==> config.mk <==
export PLATFORM = sky130hd
export DESIGN_NAME = stat_display
export DESIGN_NICKNAME = d
export VERILOG_FILES = /design/src/rtl/stat_display_pkg.sv /design/src/rtl/stat_display_hex_to_seg.sv /design/src/rtl/stat_display.sv
export SDC_FILE = /design/constraint.sdc
export NUM_CORES = 1
export LEC_CHECK = 0
export CAP_MARGIN = 15
export CORE_MARGIN = 2
export CORE_UTILIZATION = 47
export DETAILED_ROUTE_END_ITERATION = 7
export MAX_ROUTING_LAYER = met4
export PLACE_DENSITY = 0.79
export RECOVER_POWER = 25
export SYNTH_ARGS = -nofsm -noshare
export SYNTH_HDL_FRONTEND = slang
export SYNTH_SLANG_ARGS = --single-unit
==> constraint.sdc <==
create_clock -name clk -period 3 [get_ports clk]
set_clock_uncertainty 0.1 [all_clocks]
set_input_delay 0.9 -clock clk [delete_from_list [all_inputs] [get_ports clk]]
set_output_delay 0.9 -clock clk [all_outputs]
set_load 0.005 [all_outputs]
==> src/rtl/stat_display_pkg.sv <==
// Shared definitions for the counter display: selection encodings and
// active-low seven-segment glyphs ({g,f,e,d,c,b,a}, 0 = segment lit).
package stat_display_pkg;

    // Which performance counter feeds the snapshot; SEL_BAD is never
    // entered in normal operation and recovers to SEL_CYCLE.
    typedef enum logic [1:0] {
        SEL_CYCLE  = 2'd0,
        SEL_BRANCH = 2'd1,
        SEL_JUMP   = 2'd2,
        SEL_BAD    = 2'd3
    } sel_t;

    localparam int NIB_W = 4;
    localparam int IDX_W = 3;

    // Hex glyphs 0..F, active-low.
    localparam logic [6:0] HEX_GLYPH [16] = '{
        7'h40, 7'h79, 7'h24, 7'h30,
        7'h19, 7'h12, 7'h02, 7'h78,
        7'h00, 7'h10, 7'h08, 7'h03,
        7'h46, 7'h21, 7'h06, 7'h0E
    };

    // All segments dark.
    localparam logic [6:0] BLANK_GLYPH = 7'h7F;

    // Selection that follows the given one in the 0 -> 1 -> 2 -> 0 cycle.
    function automatic sel_t next_sel(input sel_t s);
        case (s)
            SEL_CYCLE:  return SEL_BRANCH;
            SEL_BRANCH: return SEL_JUMP;
            default:    return SEL_CYCLE;
        endcase
    endfunction

endpackage

==> src/rtl/stat_display_hex_to_seg.sv <==
// Combinational nibble to active-low seven-segment decoder with a blank
// override that darkens every segment.
module hex_to_seg
    import stat_display_pkg::*;
(
    input  logic [3:0] nibble,
    input  logic       blank,
    output logic [6:0] segs
);

    // Glyph lookup, blank wins over the nibble value.
    always_comb begin
        segs = HEX_GLYPH[nibble];
        if (blank) begin
            segs = BLANK_GLYPH;
        end
    end

endmodule

==> src/rtl/stat_display.sv <==
// Multiplexed 8-digit hex display of one of three performance counters.
// A debounced button cycles the selection, freeze holds the shown value,
// and the decimal point of digit 0 marks the frozen state.
// Optional macro STAT_BLANK_LEADING_EN blanks leading zero digits
// (digit 0 always shows); without it all eight digits are displayed.
module stat_display
    import stat_display_pkg::*;
#(
    parameter int SCAN_DIV = 100000,
    parameter int NDIG     = 8
) (
    input  logic            clk,
    input  logic            clr,
    input  logic [31:0]     count_cycle,
    input  logic [31:0]     count_b,
    input  logic [31:0]     count_j,
    input  logic            sel_next,
    input  logic            freeze,
    output logic [NDIG-1:0] an,
    output logic [7:0]      seg,
    output logic [1:0]      sel,
    output logic            frozen
);

    localparam int DIV_W = (SCAN_DIV > 2) ? $clog2(SCAN_DIV) : 1;
    localparam logic [DIV_W-1:0] DIV_LAST = DIV_W'(SCAN_DIV - 1);

    sel_t             sel_q;
    sel_t             sel_d;
    logic             sel_prev;
    logic             primed;
    logic             rise;
    logic             adv;
    logic             reload;
    logic [31:0]      picked;
    logic [31:0]      snapshot;
    logic [DIV_W-1:0] div_cnt;
    logic [IDX_W-1:0] idx;
    logic [3:0]       nibble;
    logic             blank;
    logic [6:0]       glyph;

    // Edge detector; primed stays low for the first clock after reset so a
    // button already held at release is treated as old, not a new press.
    always_ff @(posedge clk or posedge clr) begin
        if (clr) begin
            sel_prev <= 1'b0;
            primed   <= 1'b0;
        end else begin
            sel_prev <= sel_next;
            primed   <= 1'b1;
        end
    end

    assign rise = sel_next & ~sel_prev & primed;

    // Selection state register.
    always_ff @(posedge clk or posedge clr) begin
        if (clr) begin
            sel_q <= SEL_CYCLE;
        end else begin
            sel_q <= sel_d;
        end
    end

    // Next selection: advance on a press, recover from the illegal code.
    always_comb begin
        sel_d = sel_q;
        adv   = 1'b0;
        case (sel_q)
            SEL_CYCLE, SEL_BRANCH, SEL_JUMP: begin
                if (rise) begin
                    sel_d = next_sel(sel_q);
                    adv   = 1'b1;
                end
            end
            default: begin
                sel_d = SEL_CYCLE;
                adv   = 1'b1;
            end
        endcase
    end

    assign sel = sel_q;

    // Counter currently routed to the snapshot.
    always_comb begin
        picked = count_cycle;
        case (sel_q)
            SEL_BRANCH: picked = count_b;
            SEL_JUMP:   picked = count_j;
            default:    picked = count_cycle;
        endcase
    end

    // Snapshot tracks the selected counter unless frozen; a fresh selection
    // is loaded once even while frozen so the display never shows a value
    // belonging to the previous counter.
    always_ff @(posedge clk or posedge clr) begin
        if (clr) begin
            reload   <= 1'b0;
            snapshot <= 32'd0;
        end else begin
            reload <= adv;
            if (!freeze || reload) begin
                snapshot <= picked;
            end
        end
    end

    // Registered copy of freeze, used for the decimal point.
    always_ff @(posedge clk or posedge clr) begin
        if (clr) begin
            frozen <= 1'b0;
        end else begin
            frozen <= freeze;
        end
    end

    // Scan divider and digit index; the index wraps naturally at 8.
    always_ff @(posedge clk or posedge clr) begin
        if (clr) begin
            div_cnt <= '0;
            idx     <= '0;
        end else if (div_cnt == DIV_LAST) begin
            div_cnt <= '0;
            idx     <= idx + 1'b1;
        end else begin
            div_cnt <= div_cnt + 1'b1;
        end
    end

    assign nibble = snapshot[{idx, 2'b00} +: NIB_W];

    // Blank decision for the digit being driven.
    always_comb begin
        blank = 1'b0;
`ifdef STAT_BLANK_LEADING_EN
        if ((idx != '0) && ((snapshot >> {idx, 2'b00}) == 32'd0)) begin
            blank = 1'b1;
        end
`endif
    end

    hex_to_seg u_hex_to_seg (
        .nibble (nibble),
        .blank  (blank),
        .segs   (glyph)
    );

    // Anode and segment outputs registered together so they stay aligned.
    always_ff @(posedge clk or posedge clr) begin
        if (clr) begin
            an  <= ~{{(NDIG-1){1'b0}}, 1'b1};
            seg <= {1'b1, HEX_GLYPH[0]};
        end else begin
            an  <= ~({{(NDIG-1){1'b0}}, 1'b1} << idx);
            seg <= {~(frozen && (idx == '0)), glyph};
        end
    end

endmodule

==> run notes, run 1 <==
Figures from the implementation reports.

- The flow ran to the end, and the final reports show no timing, DRC or antenna violations.
- Measured on the finished design, the core utilization comes to 0.667.
- The Yosys warning count reads 0.
- In the final layout, the share of cells above drive strength 1 is 0.0897.
- The area figure in the yosys stat output reads approximately 4000 um^2.
- The total negative slack is 0 ns.
- The final-layout worst hold slack reads 0.385 ns.
- The launch instance of the worst min-delay path reads snapshot[20].
- The met3 track demand over resource reads 0.0395.
- Among all stages on the critical path, the maximum delay recorded is roughly 0.65 ns.
- The cell count along the critical path is 8.
- The combinational-cell power consumption reads about 1800 uW.
- The detailed-routed wire length on met2 reads approximately 4.2 mm.
- The average instance area after synthesis reads a little under 10 um^2.
- Per the layout report, the design carries about 130 non-clock buffers.
- The highest ir drop seen on vdd reads 0.000439 V.
- The origin of the worst setup path reads idx[0].
- Summed over all cells, the static leakage comes to roughly 0.0023 uW.
- The sink of the worst hold path is snapshot[20].
- The number of non-clock inverters in the layout is 17.
- The number of global-route vias before repair reads approximately 3200.
- The commonest register cell is sky130_fd_sc_hd__dfrtp_1.
- The final RePlAce weighted congestion is ~0.8.
- Per the detail_route log, met3 wirelength is ~410 um.
- The total wire length after detailed routing reads between 8 and 9 mm.
- The headroom to the max-slew limit is 0.439.
- The post-route cell area reads about 5400 um^2.
- The fraction of standard cell area in multi-input logic is 0.349.
- The clock share of power reads 0.203.
- The critical path start-end classification reads flip-flop to flip-flop.
- The internal power is approximately 2600 uW.
## run 1: cell usage in the layout (no fill, tap or decap), types with 9 or more instances in the layout
cell / n
sky130_fd_sc_hd__dfstp_2: 9
sky130_fd_sc_hd__o21ai_0: 65
sky130_fd_sc_hd__a22oi_1: 32
sky130_fd_sc_hd__dfrtp_1: 65
sky130_fd_sc_hd__ha_1: 18
sky130_fd_sc_hd__xnor2_1: 10
sky130_fd_sc_hd__clkbuf_8: 10
sky130_fd_sc_hd__clkdlybuf4s50_1: 115
sky130_fd_sc_hd__nand2_1: 73
sky130_fd_sc_hd__inv_1: 16
sky130_fd_sc_hd__nor2_1: 10
## run 1: registers in the layout (all words and copies together) (netlist names)
signal	count
div_cnt	17
snapshot	32
reload	1
idx	3
sel_prev	1
seg	8
an	8
frozen	1
primed	1
sel	2
**Run 1: wire density map**

The die is cut into 19 by 19 equal tiles; black is low, pale yellow is high, scaled to the fullest tile. Values are wire area over tile area, all layers added.
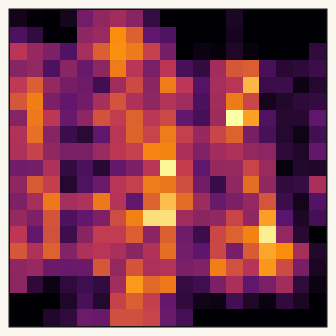
densest ninth of the die	centre
mean over tiles	0.15
fullest tile	0.44
tiles over half the peak	25%
nearly empty tiles	11%

**Run 1: cell outlines without signal wires**

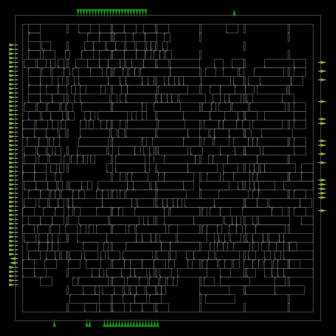
final sequential cell count: 74
number of fill cells in the layout: 634
standard cell core area: 8130 um^2
Tapcells: 105

**Run 1: close-up of the layout**

The bar under the picture is 10 um long. Window x 35 to 60, y 16 to 41 um. Cells in grey, sequential cells in the stronger grey; small squares are vias.
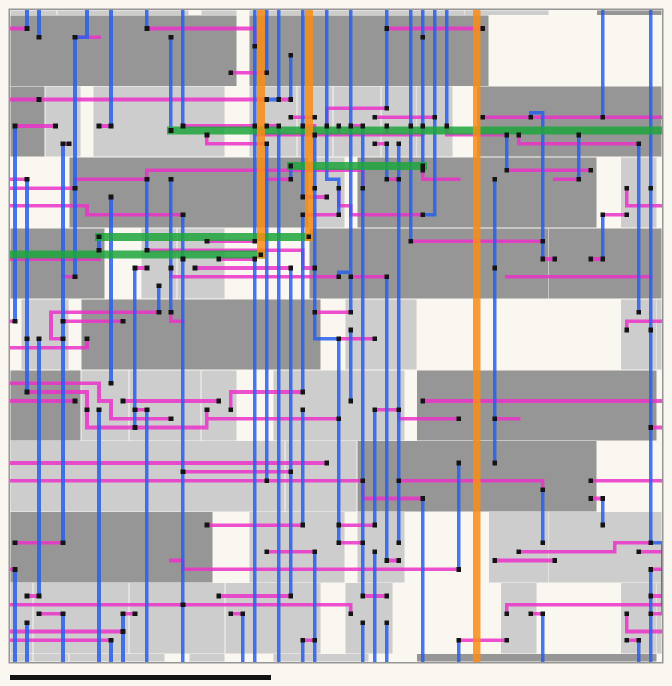
colour	layer
magenta	metal 1
blue	metal 2
green	metal 3
orange	metal 4
most frequent	dfrtp_1 (10), o21ai_0 (7), nand2_1 (6)
netlist names of flops here include	snapshot (6), div_cnt (2)
sequential cells in the window	10
cells with their middle in the window	40

**Run 1: gate-type map**

The bar under the picture is 20 um long.
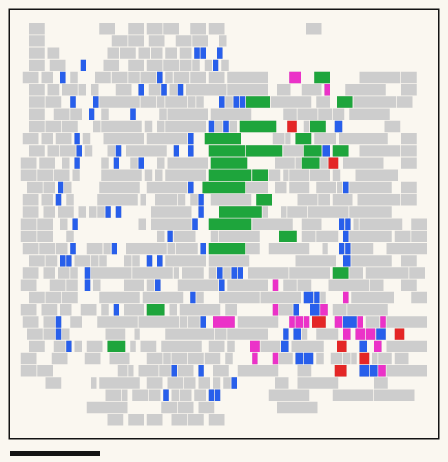

## Run 2: what changed since run 1
clock period = 2.3 ns   (was 3 ns; I/O delays follow)
**Run 2: gate-type map**

The bar under the picture is 20 um long.
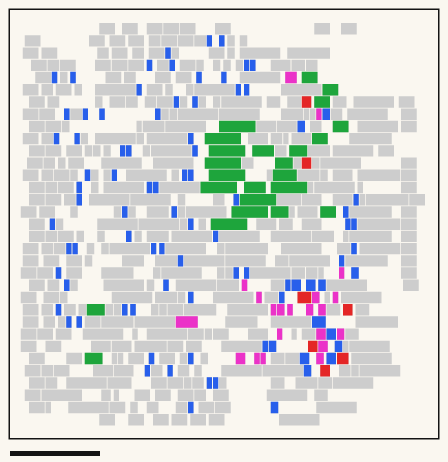
colour	family	cells
blue	nand cells	87
green	mux cells	24
red	and/or cells	7
magenta	nor cells	21

==> run 2 against run 1 <==
Sequential power increased by 32%. Die area is the same. Sequential share of layout area shrank 0.23 points. Clock power is 8.1% higher. First-iteration DRC count is 6.0% lower. Register-to-register slack worse by 0.42 ns. Non-clock buffer count rose by 3. Count of clock-buffer cells in the layout is 3 higher. Hold slack worse by 0.0026 ns. Fmax is 13% higher. Critical path type unchanged. Highest routed layer unchanged.
==> run notes, run 2 <==
Figures from the implementation reports.

- The flow ran to the end, and the final reports show no timing, DRC or antenna violations.
- The clock input transition at the sequential cells of the worst setup and hold paths is roughly 0.07 ns.
- Synthesis handed over a netlist of 394 instances.
- The launch instance of the worst min-delay path is frozen.
- The area of the placeable core is just over 8000 um^2.
- The worst setup path is of the flip-flop to flip-flop kind.
- The sink of the worst hold path is seg[7].
- The power density normalized to cell area reads between 900 and 1000 nW/um^2.
- The final report gives the core utilization as 0.672.
- The number of global-route vias before repair reads roughly 3100.
- The synthesized netlist has a Yosys-reported chip area of between 3000 and 4000 um^2.
- The origin of the worst setup path is idx[0].
- The register with the most flip-flops is snapshot.
- The number of cells on the worst hold path is 1.
- Counting the warning lines in the Yosys log gives 0.
- The wire length the detailed router placed on met1 reads ~3.9 mm.
- The met3 routed wirelength reads 356 um.
- The largest registers in the layout are snapshot: 32 flops, div_cnt: 17 flops.
- The flip-flop count of the largest register, all copies and words added is 32.
- The fill cell total of the finished layout reads 629.
- The detailed-routed wire length on met2 reads about 4.5 mm.
- The combinational-cell power consumption reads ~2500 uW.
- The largest stage delay on the critical path is ~0.54 ns.
- After detailed routing, the total wire length is ~8.8 mm.
- In this run the VDD rail shows a maximum IR drop of 0.000733 V.
- The most frequently placed logic cell in the final layout reads sky130_fd_sc_hd__clkdlybuf4s50_1.
- Per the final layout report, the fraction of cells sized above drive strength 1 comes to 0.114.
- The final RePlAce weighted congestion reads a little under 0.9.
- The final-layout worst hold slack is 0.382 ns.
- The average instance area after synthesis is about 9.9 um^2.
- Per the slew report, the remaining headroom to the max-slew limit stands at 0.466.
- The synthesis report names the predominant flop master as sky130_fd_sc_hd__dfrtp_1.
- The clock share of power reads 0.170.
- In this run the static leakage power is around 0.0023 uW.
run 2: layout make-up:
cell class / count / area share
Inverter: 17 / 0.0119
Clock buffer: 14 / 0.0316
Multi-Input combinational cell: 279 / 0.346
Sequential cell: 74 / 0.341
Clock inverter: 2 / 0.00183
Timing Repair Buffer: 130 / 0.244
Tap cell: 105 / 0.0240
run 2: what timing repair did:
| action | CTS | global route |
|---|---|---|
| endpoints found under the setup margin | 4 | 35 |
| gates resized | 1 | 6 |
| setup buffers | 0 | 2 |
| hold buffers | 0 | 0 |
run 2: critical path, delay by kind of cell (launching register included):
kind                       cells  cell delay [ns]
buffers and inverters          2             0.22
and+or+nand+nor                1             0.36
adders and majority gates      1             0.13
muxes                          2             0.72
AOI/OAI and AO/OA              1             0.08
DFF                            1             0.50
## Run 3: what changed since run 2
CAP_MARGIN = unset   (was 15)
CORE_UTILIZATION = 43   (was 47)
HOLD_SLACK_MARGIN = 0.08   (was unset)
PLACE_DENSITY = 0.76   (was 0.79)
clock period = 1.8 ns   (was 2.3 ns; I/O delays follow)
**Run 3: close-up of the layout**

The bar under the picture is 10 um long. Window x 37 to 62, y 17 to 42 um. Cells in grey, sequential cells in the stronger grey; small squares are vias.
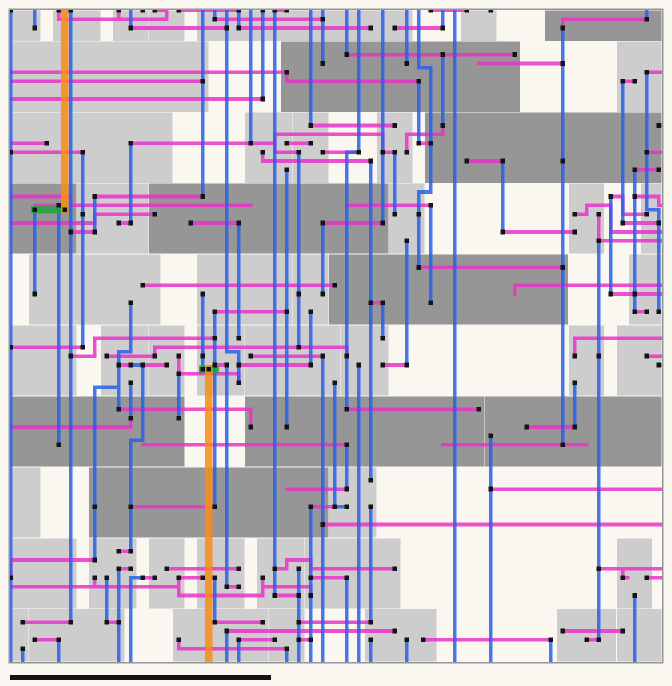
colour	layer
blue	metal 2
orange	metal 4
magenta	metal 1
green	metal 3
cells with their middle in the window	43
most frequent	nand2_1 (8), o21ai_0 (8), dfrtp_1 (7)
sequential cells in the window	8
netlist names of flops here include	snapshot (5), div_cnt (2)

==> run 3 against run 2 <==
The flow now finishes with violations (setup timing). Non-clock buffer count rose by 23. Die area rose by 8.9%. Routed wire length rose by 6.1%. Sequential share of layout area fell by 1.3 points. Synthesized cell count did not move. Highest routed layer unchanged.
==> run notes, run 3 <==
Figures from the implementation reports.

- The final core utilization is 0.650.
- The clock buffers instantiated in the layout total 11.
- From the final report, the count of setup violators was given as 7.
- The area figure in the yosys stat output is 3920 um^2.
- Hold timing on the final database bottoms out at a slack of 0.388 ns.
- The count of buffers not belonging to the clock network in the layout is roughly 150.
- Synthesis produced a netlist whose cell count is 394.
- Post-CTS timing repair inserted 5 buffers for setup.
- The number of well taps is between 100 and 150.
- The post-route cell area is ~5700 um^2.
- In the layout the commonest cells are 96 x sky130_fd_sc_hd__clkdlybuf4s50_1, 73 x sky130_fd_sc_hd__nand2_1, 63 x sky130_fd_sc_hd__dfrtp_1.
- The highest ir drop seen on vdd is ~0.00069 V.
- The fill cell total of the finished layout is just over 700.
- The count of instances resized after the clock tree is built is 24.
- The checks that failed: setup timing.
- The run finished, with violations left.
- The clock share of power is 0.193.
- The setup slack after layout is -0.296 ns.
- The sink of the worst hold path is snapshot[27].
- The number of non-clock inverters in the layout is 17.
- The count of hold buffers inserted by post-cts repair reads 0.
- The total wire length after detailed routing is between 9 and 10 mm.
-- run 3: worst max-delay path: cells and delay by family (launching register included) --
family	cells	cell delay, ns
buffers and inverters	2	0.26
AND-OR/OR-AND	1	0.22
AND/OR/NAND/NOR	1	0.17
flip-flops	1	0.38
multiplexers	2	0.85
-- run 3: per-layer routing --
| layer | vias to the layer above | part of all wire | routed length [um] | global-route usage |
|---|---|---|---|---|
| met5 | - | 0 | 0 | - |
| met1 | 1568 | 0.43 | 4030 | 0.247 |
| met4 | 0 | 0.018 | 168 | 0.0727 |
| li1 | 1661 | - | - | - |
| met2 | 107 | 0.50 | 4630 | 0.332 |
| met3 | 14 | 0.049 | 458 | 0.0337 |

==> layout pictures side by side <==
Clock network drawn from the DEF.
image #1
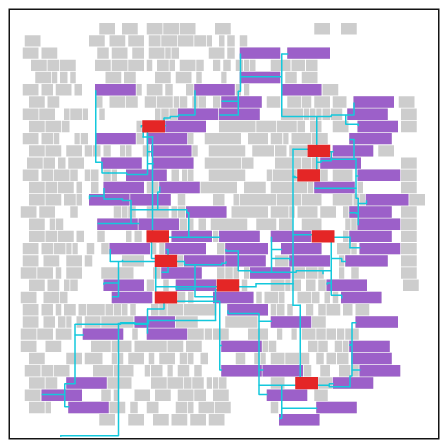
image #2
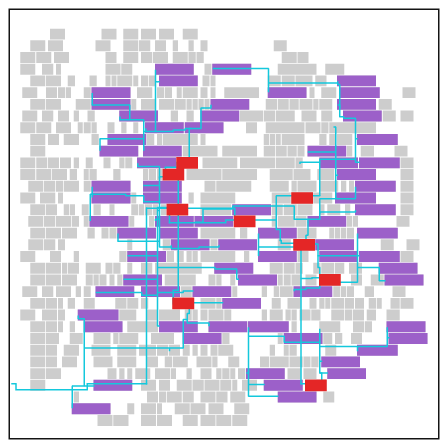
Run 2 is image #1.
Run 3 is image #2.

Power figures rest on the tool's default switching activity, not on a simulated workload.
